<file path="src/rtl/hyp_pkg.sv">
// Shared types and widths for the hypotenuse operand feeder.
package hyp_pkg;

    localparam int OPW = 8;

    typedef enum logic [1:0] {
        IDLE      = 2'd0,
        ISSUE     = 2'd1,
        WAIT_ACK  = 2'd2,
        WAIT_DONE = 2'd3
    } state_t;

endpackage

</file>
<file path="src/rtl/hyp_fifo.sv">
// Register FIFO holding packed {a,b} operand pairs awaiting issue.
module hyp_fifo
    import hyp_pkg::*;
#(
    parameter int DEPTH = 4,
    parameter int W     = 2 * OPW
) (
    input  logic                     clk,
    input  logic                     rst_n,
    input  logic                     push,
    input  logic [W-1:0]             push_data,
    input  logic                     pop,
    output logic [W-1:0]             pop_data,
    output logic [$clog2(DEPTH):0]   count,
    output logic                     full,
    output logic                     empty
);

    localparam int AW = $clog2(DEPTH);

    logic [W-1:0]  mem [DEPTH];
    logic [AW-1:0] wr_ptr;
    logic [AW-1:0] rd_ptr;
    logic          do_push;
    logic          do_pop;

    // A full FIFO refuses pushes even when a pop frees a slot in the same cycle.
    assign do_push  = push && !full;
    assign do_pop   = pop && !empty;
    assign full     = (count == (AW + 1)'(DEPTH));
    assign empty    = (count == '0);
    assign pop_data = mem[rd_ptr];

    always_ff @(posedge clk) begin
        if (do_push) begin
            mem[wr_ptr] <= push_data;
        end
    end

    always_ff @(posedge clk) begin
        if (!rst_n) begin
            wr_ptr <= '0;
            rd_ptr <= '0;
            count  <= '0;
        end else begin
            if (do_push) begin
                wr_ptr <= wr_ptr + AW'(1);
            end
            if (do_pop) begin
                rd_ptr <= rd_ptr + AW'(1);
            end
            case ({do_push, do_pop})
                2'b10:   count <= count + (AW + 1)'(1);
                2'b01:   count <= count - (AW + 1)'(1);
                default: count <= count;
            endcase
        end
    end

endmodule

</file>
<file path="src/rtl/hyp_feeder.sv">
// Feeds buffered (a,b) pairs to the hypotenuse evaluator one at a time and
// holds each result on a valid/ready port until consumed.
module hyp_feeder
    import hyp_pkg::*;
#(
    parameter int DEPTH = 4,
    parameter int CNT_W = 16
) (
    input  logic             clk_i,
    input  logic             rst_i,
    input  logic             in_valid_i,
    output logic             in_ready_o,
    input  logic [OPW-1:0]   in_a_bi,
    input  logic [OPW-1:0]   in_b_bi,
    output logic [OPW-1:0]   ev_a_bo,
    output logic [OPW-1:0]   ev_b_bo,
    output logic             ev_start_o,
    input  logic             ev_busy_i,
    input  logic [OPW-1:0]   ev_y_bi,
    output logic             res_valid_o,
    input  logic             res_ready_i,
    output logic [OPW-1:0]   res_bo,
    output logic [CNT_W-1:0] done_cnt_bo
);

    localparam int AW = $clog2(DEPTH);

    state_t             state;
    logic [AW:0]        fifo_count;
    logic               fifo_full;
    logic               fifo_empty;
    logic [2*OPW-1:0]   head;
    logic               push;
    logic               pop;

    assign in_ready_o = (fifo_count < (AW + 1)'(DEPTH));
    assign push       = in_valid_i && !fifo_full;
    // An unconsumed result blocks the next issue so it can never be overwritten.
    assign pop        = (state == IDLE) && !fifo_empty && !res_valid_o;

    hyp_fifo #(
        .DEPTH (DEPTH),
        .W     (2 * OPW)
    ) u_fifo (
        .clk       (clk_i),
        .rst_n     (rst_i),
        .push      (push),
        .push_data ({in_a_bi, in_b_bi}),
        .pop       (pop),
        .pop_data  (head),
        .count     (fifo_count),
        .full      (fifo_full),
        .empty     (fifo_empty)
    );

    always_ff @(posedge clk_i) begin
        if (!rst_i) begin
            state       <= IDLE;
            ev_a_bo     <= '0;
            ev_b_bo     <= '0;
            ev_start_o  <= 1'b0;
            res_bo      <= '0;
            res_valid_o <= 1'b0;
            done_cnt_bo <= '0;
        end else begin
            ev_start_o <= 1'b0;
            if (res_valid_o && res_ready_i) begin
                res_valid_o <= 1'b0;
            end
            case (state)
                IDLE: begin
                    if (pop) begin
                        {ev_a_bo, ev_b_bo} <= head;
                        ev_start_o         <= 1'b1;
                        state              <= ISSUE;
                    end
                end
                ISSUE: begin
                    state <= WAIT_ACK;
                end
                WAIT_ACK: begin
                    if (ev_busy_i) begin
                        state <= WAIT_DONE;
                    end
                end
                WAIT_DONE: begin
                    // Operands stay on ev_a_bo/ev_b_bo until the evaluator drops busy.
                    if (!ev_busy_i) begin
                        res_bo      <= ev_y_bi;
                        res_valid_o <= 1'b1;
                        done_cnt_bo <= done_cnt_bo + CNT_W'(1);
                        state       <= IDLE;
                    end
                end
                default: begin
                    state <= IDLE;
                end
            endcase
        end
    end

endmodule

</file>
<file path="config.mk">
export PLATFORM = sky130hd
export DESIGN_NAME = hyp_feeder
export DESIGN_NICKNAME = d
export VERILOG_FILES = /design/src/rtl/hyp_pkg.sv /design/src/rtl/hyp_fifo.sv /design/src/rtl/hyp_feeder.sv
export SDC_FILE = /design/constraint.sdc
export NUM_CORES = 1
export LEC_CHECK = 0
export CORE_UTILIZATION = 40
export CTS_BUF_LIST = sky130_fd_sc_hd__clkbuf_4 sky130_fd_sc_hd__clkbuf_8
export DETAILED_ROUTE_END_ITERATION = 7
export HOLD_SLACK_MARGIN = 0.05
export SLEW_MARGIN = 20
export SYNTH_ARGS = -nofsm -noshare
export SYNTH_HDL_FRONTEND = slang
export SYNTH_HIERARCHICAL = 1
export SYNTH_SLANG_ARGS = --single-unit
export TNS_END_PERCENT = 5
</file>
<file path="constraint.sdc">
create_clock -name clk_i -period 3.3 [get_ports clk_i]
set_input_delay 0.66 -clock clk_i [delete_from_list [all_inputs] [get_ports clk_i]]
set_output_delay 0.66 -clock clk_i [all_outputs]
set_load 0.01 [all_outputs]
</file>
Run 1, supply network:
Scale bar: 20 um. Pins as bars on the die edge.
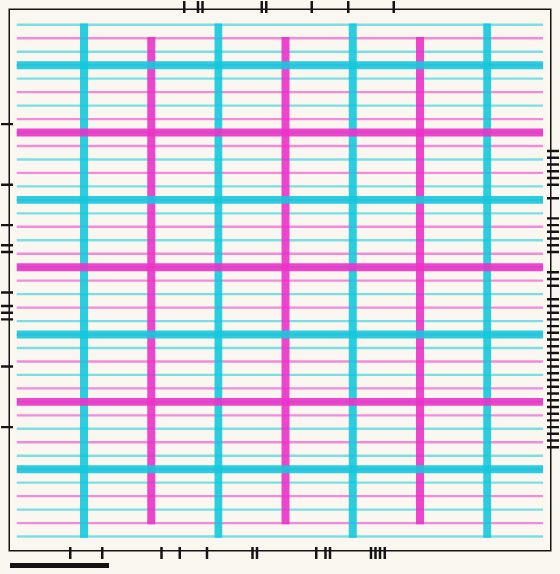
| colour | net |
|---|---|
| magenta | VDD |
| cyan | VSS |
rows: 38
signal pins: 72
met4 straps: 7
met5 straps: 7
met1 rails: 39
chip width: 109 um
die y size: 109 um
worst ir drop on vdd: 0.341 mV
core area: 0.0110 mm2

Run 1, wiring by layer:
Scale bar: 20 um. Two of the layers only.
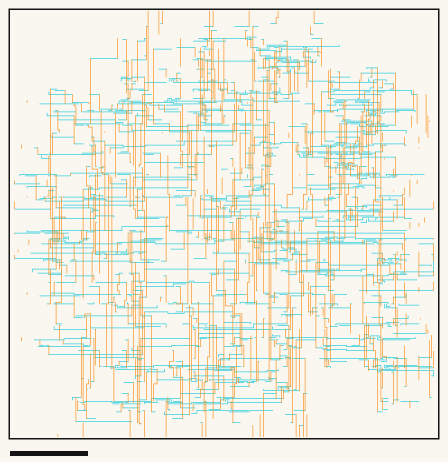
| colour | layer | wire length |
|---|---|---|
| orange | M2 | 4290 um |
| cyan | M1 | 4020 um |
WL/cell: 15.1 um
Overall Global Routing Usage: 0.165
Vias: 2907
Detailed Route WL: 8950 um

Run 1, clock routing:
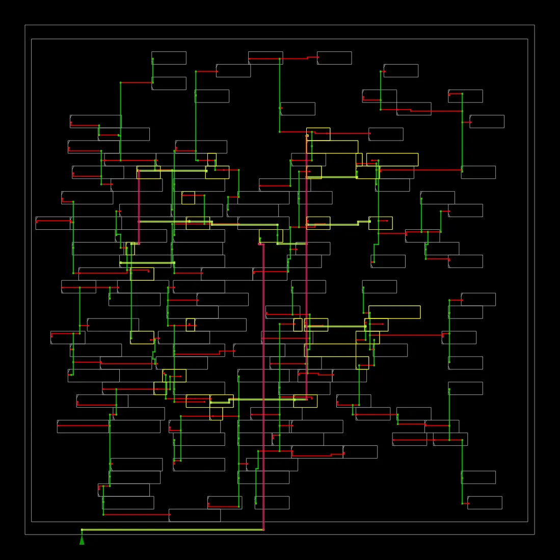
Num CTS Buffers: 17
Clock Sinks: 117
clk ins delay skew pair: 410 ps
Setup Skew: 9.30 ps
registers: 117

==> job_summary.md, run 1 <==
## PnR job results

| Metric | Value |
|---|---|
| Status | `finished clean` |
| Unrepaired setup endpoints after global routing | `no` |
| Int Pwr | `3.15 mW` |
| # diodes | `0` |
| Synthesized flop and latch total | `117` |
| Min-Delay Endpoint | `res_bo[7]` |
| Critical path origin | `u_fifo/count[0]` |
| Initial DRC Count | `108` |
| Post-layout min period | `2330 ps` |
| Worst setup EP type | `flip-flop` |
| CTS Hold Buffers Added | `0` |
| CP Depth | `11` |
| EDFF count, synth | `64` |
| IO Count | `72` |
| Worst Max-Slew Pin Slew | `818 ps` |
| FF-to-FF End | `u_fifo/count[2]` |
| Most frequent logic cell in the layout | `clkdlybuf4s50_1` |
| IO buf count | `71` |
| Syn_nets | `393` |
| Gp weighted congestion | `0.742` |
| Avg Cell Area, Syn | `13.0 um2` |
| Yosys top cell by area | `edfxtp_1` |
| Post-synth top flop | `edfxtp_1` |
| # DRC | `0` |
| Floorplan Utilization | `0.418` |
| Worst min path class | `flip-flop to flip-flop` |
| First-pass GRT wire length | `14200 um` |
| Synth unique cells | `41` |
| Worst setup path category | `flip-flop to flip-flop` |
| Largest net degree at the start of global routing | `34` |
| Max FFs per register | `64` |
| Most common logic cells in the final layout | `clkdlybuf4s50_1 (71), nand2_1 (70), edfxtp_1 (64)` |
| Clock Power | `1.38 mW` |
| Grt total ovfl | `0` |
| Multiplexer share | `0.0873` |
| Basic Gates by Area | `0.130` |
| Post-Syn Instances | `354` |
| Crit path buf inv count | `2` |
| Clock buf/inv share | `0.0706` |
| Reg area | `0.00298 mm2` |
| Endpoints failing hold | `0` |
| Post-CTS setup buffer count | `0` |
| Crit-path max FO | `6` |
| Final core utilization | `0.537` |
| Comb. pwr | `1.06 mW` |
| FFs w/ async S/R, synth | `0` |
| Logic inverters | `13` |
| Synthesized cell area | `0.00459 mm2` |
| Gate power share | `0.245` |
| Tap Count | `140` |
| Slew Limit Fails | `0` |
| Worst EP arrival | `2670 ps` |
| Total tool warning count | `31` |
| Multi-input gates | `210` |
| Switching pwr | `1.19 mW` |
| Max clock buf depth | `2` |
| Top cell category | `flip-flops and latches` |
| Top cells, area | `edfxtp_1 (42%), dfxtp_1 (23%), mux4_2 (7.9%)` |
| Hold Path Origin | `res_bo[7]` |
| Hold Path Stages | `2` |
| Largest Register | `u_fifo/mem` |
| Gate Area | `0.00147 mm2` |
| F_max | `0.429 GHz` |
| Number of non-clock buffers in the layout | `82` |
| H-tree levels | `4` |
| Seq share, synth | `0.650` |
| Worst R2R Setup Slack | `970 ps` |
| DRT Pass-1 Iters | `4` |
| Sequential Power | `1.89 mW` |
| XORs/XNORs by Area | `0.0248` |
| Pwr Density | `734 mW/mm2` |
| Max stage delay on crit path | `420 ps` |
| Setup Viol. Count Final | `0` |
| Max-Cap Viols | `0` |
| Die Area | `0.0119 mm2` |
| Delay-heaviest family, CP | `simple AND/OR/NAND/NOR gates` |
| Yosys aoi share | `0.0502` |
| Worst hold slack | `456 ps` |
| Yosys synthesis chip area | `0.00459 mm2` |
| Synth warnings | `6` |
| Layout area overhead | `28.7%` |
| Via/cell ratio | `4.90` |
| Top Registers | `u_fifo/mem x64, done_cnt_bo x16` |
| Final layout net count | `480` |
| Switching share of power | `0.274` |
| Clock network power share | `0.319` |
| Worst setup SP type | `flip-flop` |
-- run 1: stage by stage --
step	power, mW	instance area (um2)	setup WS (ps)	instances
2_1_floorplan	2.56	4590	669	354
3_3_place_gp	2.98	5490	706	562
3_5_place_dp	3.00	5490	632	562
4_1_cts	4.40	5900	957	593
5_1_grt	4.56	5900	846	593
6_report	4.33	5900	967	593
-- run 1: layer usage --
layer,GRT usage,wire [um]
met5,0,0
met4,0.0637,134
met3,0.0436,509
met2,0.277,4290
met1,0.202,4020
-- run 1: cells by family (layout without fill, tap and decap cells) --
kind of cell               Yosys count  count (layout)
and+or+nand+nor                    124             124
DFF                                117             117
AOI/OAI and AO/OA                   43              43
buffers and inverters               27             126
muxes                               20              20
xor gates and xnor gates            13              13
adders and majority gates           10              10
==> inputs of run 2 (changes only) <==
- clock period: 3.3 -> 2.25 ns (I/O delays scaled with it)
Run 2, wiring by layer:
Scale bar: 20 um. Two of the layers only.
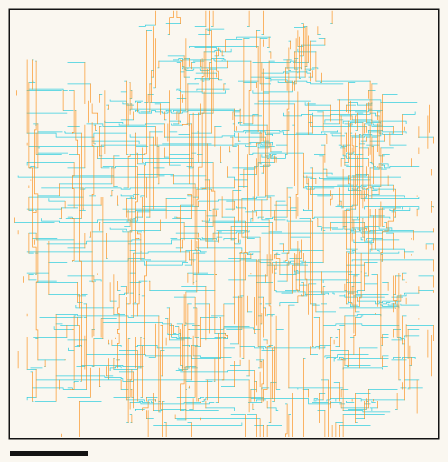
| colour | layer | wire length |
|---|---|---|
| cyan | M1 | 3880 um |
| orange | M2 | 4540 um |

==> job_summary.md, run 2 <==
## PnR job results

| Metric | Value |
|---|---|
| Avg Cell Area, Syn | `13.0 um2 (unchanged)` |
| Worst EP arrival | `2490 ps (-180 ps)` |
| Clk ins delay skew pair | `420 ps (about the same)` |
| # DRC | `0 (unchanged)` |
| Final layout net count | `486 (+1.3%)` |
| Top Registers | `u_fifo/mem x64, done_cnt_bo x16` |
| F_max | `0.467 GHz (+9.0%)` |
| Most frequent logic cell in the layout | `clkdlybuf4s50_1` |
| Max clock buf depth | `2 (unchanged)` |
| Critical path origin | `state[0]` |
| H-tree levels | `4 (unchanged)` |
| Min-Delay Endpoint | `ev_a_bo[2]` |
| Gp weighted congestion | `0.781 (+5.3%)` |
| Placed instance area | `0.00561 mm2 (+2.2%)` |
| Final core utilization | `0.554 (+0.0164)` |
| Switching share of power | `0.277 (+0.00236)` |
| Slew Limit Fails | `0 (unchanged)` |
| Synthesized flop and latch total | `117 (unchanged)` |
| Gate Area | `0.00151 mm2 (+2.7%)` |
| Synth warnings | `6 (unchanged)` |
| Switching pwr | `1.85 mW (+55%)` |
| Non-Filler Instances | `600 (+1.2%)` |
| Crit-path max FO | `3 (-3)` |
| Hold Path Stages | `2 (unchanged)` |
| Largest net degree at the start of global routing | `33 (-2.9%)` |
| Num CTS Buffers | `17 (unchanged)` |
| Largest Register | `u_fifo/mem` |
| Cells on worst reg2reg path | `11` |
| Syn_nets | `393 (unchanged)` |
| Reg area | `0.00299 mm2 (+0.13%)` |
| Grt total ovfl | `0 (unchanged)` |
| Total Power | `6.68 mW (+54%)` |
| Post-CTS setup buffer count | `0 (unchanged)` |
| FF-to-FF End | `u_fifo/count[2]` |
| Delay-heaviest family, CP | `adder cells` |
| Global Route met1 Usage | `0.190 (-0.0125)` |
| Sequential Power | `2.77 mW (+47%)` |
| Worst hold slack | `455 ps (-0.926 ps)` |
| Synthesized cell area | `0.00459 mm2 (unchanged)` |
| # diodes | `0 (unchanged)` |
| Worst setup SP type | `flip-flop` |
| DRT Pass-1 Iters | `4 (unchanged)` |
| Final WS setup | `109 ps (-857 ps)` |
| Routing usage on met3 | `0.0400 (-0.00359)` |
| Int Pwr | `4.83 mW (+54%)` |
| Post-Syn Instances | `354 (unchanged)` |
| Endpoints failing hold | `0 (unchanged)` |
| Setup Skew | `11.8 ps (+2.46 ps)` |
| Met3 routed WL | `386 um (-24%)` |
| Die Area | `0.0119 mm2 (unchanged)` |
| Unrepaired setup endpoints after global routing | `no` |
| Worst setup EP type | `flip-flop` |
| IO Count | `72 (unchanged)` |
| Core area | `0.0110 mm2 (unchanged)` |
| Post-layout min period | `2140 ps (-193 ps)` |
| Gate power share | `0.254 (+0.009)` |
| DR WL met2 | `4540 um (+5.9%)` |
| Chip width | `109 um (unchanged)` |
| Synth unique cells | `41 (unchanged)` |
| Worst ir drop on vdd | `0.393 mV (+15%)` |
| Top cells, area | `edfxtp_1 (42%), dfxtp_1 (23%), mux4_2 (7.9%)` |
| Worst R2R Setup Slack | `110 ps (-860 ps)` |
| Max-Cap Viols | `0 (unchanged)` |
| Most common logic cells in the final layout | `clkdlybuf4s50_1 (71), nand2_1 (69), edfxtp_1 (64)` |
| Max stage delay on crit path | `370 ps (-50 ps)` |
| CP Depth | `11 (unchanged)` |
| First-pass GRT wire length | `14100 um (-0.72%)` |
| Overall Global Routing Usage | `0.164 (-0.00101)` |
| Crit path buf inv count | `3 (+1)` |
| Placed insts | `568 (+1.1%)` |
| Gr busiest metal | `met2` |
| Finished Cell Area | `0.00608 mm2 (+3.1%)` |
| Worst setup path category | `flip-flop to flip-flop` |
| Share of cells above drive strength 1 | `0.172` |
| Clock Power | `2.21 mW (+60%)` |
| Worst Max-Slew Pin Slew | `379 ps (-439 ps)` |
| Max FFs per register | `64 (unchanged)` |
| Initial DRC Count | `103 (-4.6%)` |
| Status | `finished clean` |
| Post-synth top flop | `edfxtp_1` |
| Top post-synthesis cells by count | `nand2_1 (70), edfxtp_1 (64), dfxtp_1 (53), a21oi_1 (29), mux4_2 (16)` |
| Hold Path Origin | `ev_a_bo[2]` |
| Via/cell ratio | `4.88 (-0.38%)` |
| Top Metal Used | `met4` |
| WL/cell | `14.9 um (-1.0%)` |
| Comb. pwr | `1.69 mW (+59%)` |
| Met1 Wirelength | `3880 um (-3.3%)` |
| Die y size | `109 um (unchanged)` |
| Clock Sinks | `117 (unchanged)` |
| Setup Viol. Count Final | `0 (unchanged)` |
| Layout area overhead | `32.7%` |
| Total tool warning count | `31 (unchanged)` |
| Worst min path class | `flip-flop to flip-flop` |
| CTS Hold Buffers Added | `0 (unchanged)` |
| Seq share, synth | `0.650 (unchanged)` |
| Yosys top cell by area | `edfxtp_1` |
| Placement Setup Slack | `-162 ps (-795 ps)` |
| EDFF count, synth | `64 (unchanged)` |
| Yosys synthesis chip area | `0.00459 mm2 (unchanged)` |
| Flop pwr share | `0.415` |
| FFs w/ async S/R, synth | `0 (unchanged)` |
| Floorplan Utilization | `0.418 (unchanged)` |
| Clock network power share | `0.332 (+0.013)` |
| Pwr Density | `1100 mW/mm2 (+50%)` |
| IO buf count | `71 (unchanged)` |
Run 2, signal wires on met2:
Scale bar: 20 um.
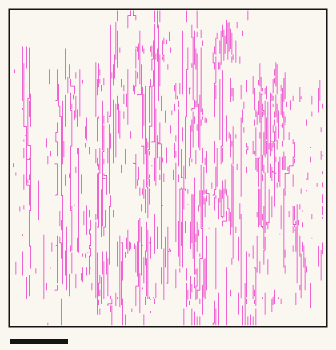
nets with wire on the layer: 404
main direction: vertical
share of all routed wire: 51%
wire length on this layer: 4540 um
routing usage on met2: 0.280
Detailed Route WL: 8960 um
Vias: 2930

-- run 2: cell counts after synthesis --
No cell type changed its count.
-- run 2: kinds of logic after synthesis --
| family | after synthesis | share of synthesized area |
|---|---|---|
| buffers and inverters | 27 | 0.0281 |
| xor gates and xnor gates | 13 | 0.0248 |
| muxes | 20 | 0.0873 |
| AOI/OAI and AO/OA | 43 | 0.0502 |
| adders and majority gates | 10 | 0.0289 |
| and+or+nand+nor | 124 | 0.130 |
| DFF | 117 | 0.650 |
-- run 2: cell type report --
type | instances | share of cell area
Multi-Input combinational cell | 210 | 0.249
Clock inverter | 14 | 0.0368
Sequential cell | 117 | 0.491
Timing Repair Buffer | 88 | 0.146
Tap cell | 140 | 0.0288
Clock buffer | 18 | 0.0397
Inverter | 13 | 0.00884
==> inputs of run 3 (changes only) <==
- SLEW_MARGIN: 20 -> not set
Run 3, wiring by layer:
Scale bar: 20 um. Two of the layers only.
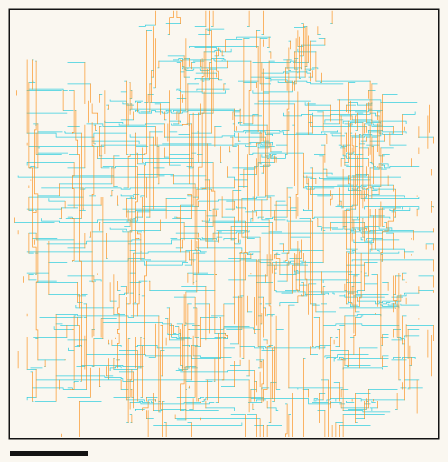
| colour | layer | wire length |
|---|---|---|
| orange | M2 | 4540 um |
| cyan | M1 | 3880 um |

==> job_summary.md, run 3 <==
## PnR job results

| Metric | Value |
|---|---|
| Die Area | `0.0119 mm2 (unchanged)` |
| Hold Path Stages | `2 (unchanged)` |
| Status | `finished clean` |
| Routing usage on met2 | `0.280 (unchanged)` |
| DRT Pass-1 Iters | `4 (unchanged)` |
| Post-synth top flop | `edfxtp_1` |
| Global Route met1 Usage | `0.190 (unchanged)` |
| Detailed Route WL | `8960 um (unchanged)` |
| Crit path buf inv count | `3 (unchanged)` |
| Synth unique cells | `41 (unchanged)` |
| Placement Setup Slack | `-162 ps (unchanged)` |
| XORs/XNORs by Area | `0.0248 (unchanged)` |
| Share of cells above drive strength 1 | `0.172 (unchanged)` |
| Critical path origin | `state[0]` |
| Final layout net count | `486 (unchanged)` |
| Gp weighted congestion | `0.781 (unchanged)` |
| Top cells, area | `edfxtp_1 (42%), dfxtp_1 (23%), mux4_2 (7.9%)` |
| Final core utilization | `0.554 (unchanged)` |
| Delay-heaviest family, CP | `adder cells` |
| Reg area | `0.00299 mm2 (unchanged)` |
| Worst setup EP type | `flip-flop` |
| Worst min path class | `flip-flop to flip-flop` |
| Syn_nets | `393 (unchanged)` |
| Total Power | `6.68 mW (unchanged)` |
| Largest Register | `u_fifo/mem` |
| Gate Area | `0.00151 mm2 (unchanged)` |
| Total tool warning count | `31 (unchanged)` |
| CP Depth | `11 (unchanged)` |
| Adders+Majority by Area | `0.0289 (unchanged)` |
| Setup Viol. Count Final | `0 (unchanged)` |
| Met3 routed WL | `386 um (unchanged)` |
| Synthesized flop and latch total | `117 (unchanged)` |
| IO Count | `72 (unchanged)` |
| Endpoints failing hold | `0 (unchanged)` |
| Vias | `2930 (unchanged)` |
| Top post-synthesis cells by count | `nand2_1 (70), edfxtp_1 (64), dfxtp_1 (53), a21oi_1 (29), mux4_2 (16)` |
| Worst EP arrival | `2490 ps (about the same)` |
| EDFF count, synth | `64 (unchanged)` |
| F_max | `0.467 GHz (unchanged)` |
| Placed instance area | `0.00561 mm2 (unchanged)` |
| FF-to-FF End | `u_fifo/count[2]` |
| Clock Sinks | `117 (unchanged)` |
| Post-layout min period | `2140 ps (unchanged)` |
| Yosys top cell by area | `edfxtp_1` |
| # diodes | `0 (unchanged)` |
| Chip width | `109 um (unchanged)` |
| # DRC | `0 (unchanged)` |
| Grt total ovfl | `0 (unchanged)` |
| Worst hold slack | `455 ps (unchanged)` |
| Most frequent logic cell in the layout | `clkdlybuf4s50_1` |
| Max FFs per register | `64 (unchanged)` |
| Worst setup path category | `flip-flop to flip-flop` |
| Yosys synthesis chip area | `0.00459 mm2 (unchanged)` |
| WL/cell | `14.9 um (unchanged)` |
| Max clock buf depth | `2 (unchanged)` |
| Via/cell ratio | `4.88 (unchanged)` |
| Synth warnings | `6 (unchanged)` |
| Die y size | `109 um (unchanged)` |
| Non-Filler Instances | `600 (unchanged)` |
| Crit-path max FO | `3 (unchanged)` |
| Seq share, synth | `0.650 (unchanged)` |
| Core area | `0.0110 mm2 (unchanged)` |
| Hold Path Origin | `ev_a_bo[2]` |
| Final WS setup | `109 ps (unchanged)` |
| Largest net degree at the start of global routing | `33 (unchanged)` |
| Pwr Density | `1100 mW/mm2 (unchanged)` |
| H-tree levels | `4 (unchanged)` |
| Post-Syn Instances | `354 (unchanged)` |
| Top Registers | `u_fifo/mem x64, done_cnt_bo x16` |
| Multiplexer share | `0.0873 (unchanged)` |
| IO buf count | `71 (unchanged)` |
| Overall Global Routing Usage | `0.164 (unchanged)` |
| CTS Hold Buffers Added | `0 (unchanged)` |
| Met1 Wirelength | `3880 um (unchanged)` |
| Floorplan Utilization | `0.418 (unchanged)` |
| Max stage delay on crit path | `370 ps (about the same)` |
| Yosys aoi share | `0.0502 (unchanged)` |
| Post-CTS setup buffer count | `0 (unchanged)` |
| Min-Delay Endpoint | `ev_a_bo[2]` |
| Max-Cap Viols | `0 (unchanged)` |
Run 3, the metal 3 layer:
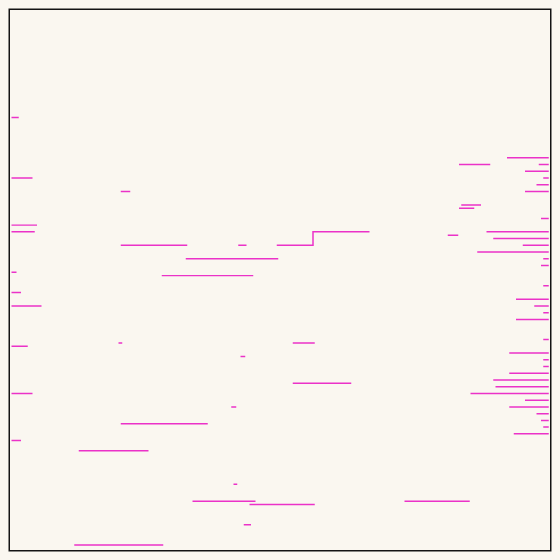
share of all routed wire: 4.3%
main direction: horizontal
wire length on this layer: 387 um
nets with wire on the layer: 54
longest straight run: 18.4 um
routing usage on met3: 0.0400

run 3: cell counts after synthesis:
No cell type changed its count.
run 3: cell type report:
class                           count  area share
Sequential cell                   117       0.491
Clock inverter                     14      0.0368
Tap cell                          140      0.0288
Timing Repair Buffer               88       0.146
Clock buffer                       18      0.0397
Multi-Input combinational cell    210       0.249
Inverter                           13     0.00884
run 3: power by group:
| part | leakage, nW | internal [mW] | switching [mW] |
|---|---|---|---|
| Clock | 0.232 | 1.35 | 0.866 |
| Combinational | 0.802 | 0.869 | 0.825 |
| Sequential | 1.02 | 2.62 | 0.157 |
| Total | 2.05 | 4.83 | 1.85 |
run 3: worst min-delay path, delay by kind of cell, from the launching register on:
family | cells | cell delay, ps
simple gates | 1 | 50
compound gates | 1 | 50
flops | 1 | 310
Power and IR drop assume default switching activity.
